==> images/layer_met3.png <==
(4 px per um)
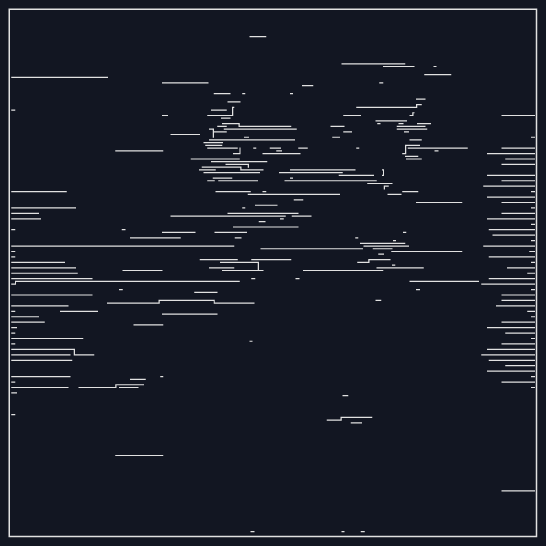
==> images/clocks.png <==
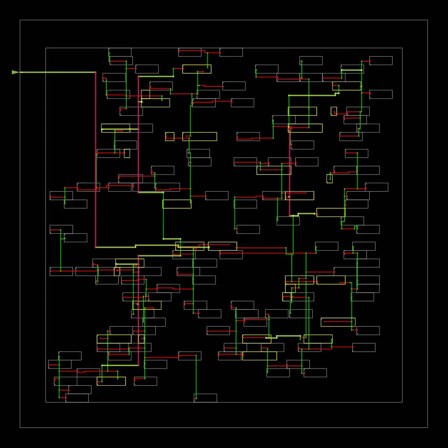
==> images/wires.png <==
(2 px per um)
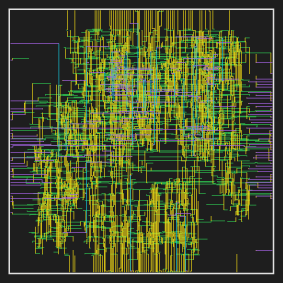
==> images/clk_routes.png <==
(4 px per um)
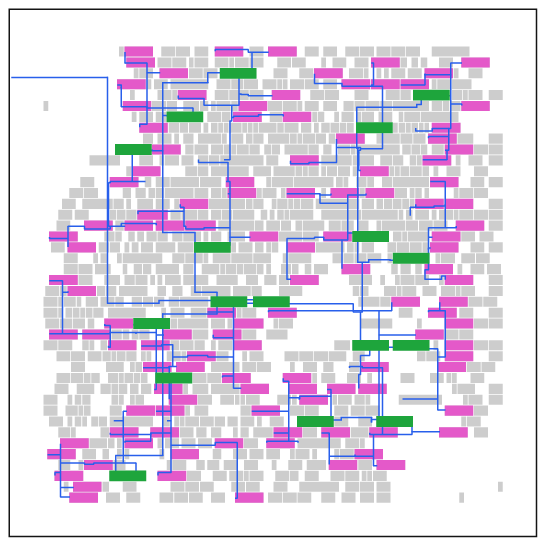
Design imem_fetch_ctrl_flat, sky130hd; sources not shown.
==> summary.txt <==
flow finished, numbers: grt met2 use=a little under 40%, Post-Synth Simple-Gate Area=21.2%, Logic area=0.00332 mm2, final hold vios=0, share of the synthesized area in the top cell type=42.5%, WL met1=7900 um, Post-synth seq share=42.5%, YS chip area=about 0.0055 mm2, Worst Hold Path Cells=2, outcome=complete, but fails checks, area post-placement=0.00786 mm2, setup violators final=92, TritonCTS Buffers=17, failing checks=negative setup slack, final worst slack=-199 ps, clk slew on worst S/H paths=roughly 50 ps, Critical Path RT=2400 ps, Non-Clock Buffer Count=261, distinct lib cells=57, count of non-CTS inverters in the layout=12, Commonest Layout Cell=clkdlybuf4s50_1, Tapcells=176, worst path cell trace=buf_6 > ha_4 > o21ai_0 > o211ai_1 > o211ai_1 > buf_4 > o211ai_4 > buf_12 > buf_6 > a221oi_4 > nor2_1, CP arrival=2600 ps, vias in the first global route=approximately 6,000, diodes inserted=0, maximum clock insertion buffer count=2, CP max stage cell=dfxtp_2, cts repair resizes=about 40, layout net count=934, Tool Warnings=31, die area=0.0173 mm2
Back to the opening pictures, layer_met3.png:
wire length on this layer: 1,640 um
nets with wire on the layer: 150
DRT Wirelength: 21,000 um
GRT met3 Usage: 6.75%
vias: 5,877

Back to the opening pictures, clocks.png:
clk pwr: 3250 uW
clkbuf count: 17
skew final: 5.61 ps
Latency at later pin: 420 ps

Back to the opening pictures, wires.png:
[yellow] metal 2 | wire length: 10,600 um
[green] metal 1 | wire length: 7,900 um
[purple] metal 3 | wire length: 1,640 um
[cyan] metal 4 | wire length: 770 um
gr usage total: 22.5%
WL/cell: 20.0 um

Back to the opening pictures, clk_routes.png:
[green] clock drivers | count: 17
[magenta] flip-flops | count: 116
[blue] clock wires | length: 1,590 um
flops lie: spread over the die
part of the power in the clock network: 44.5%

Power and IR drop assume default switching activity.
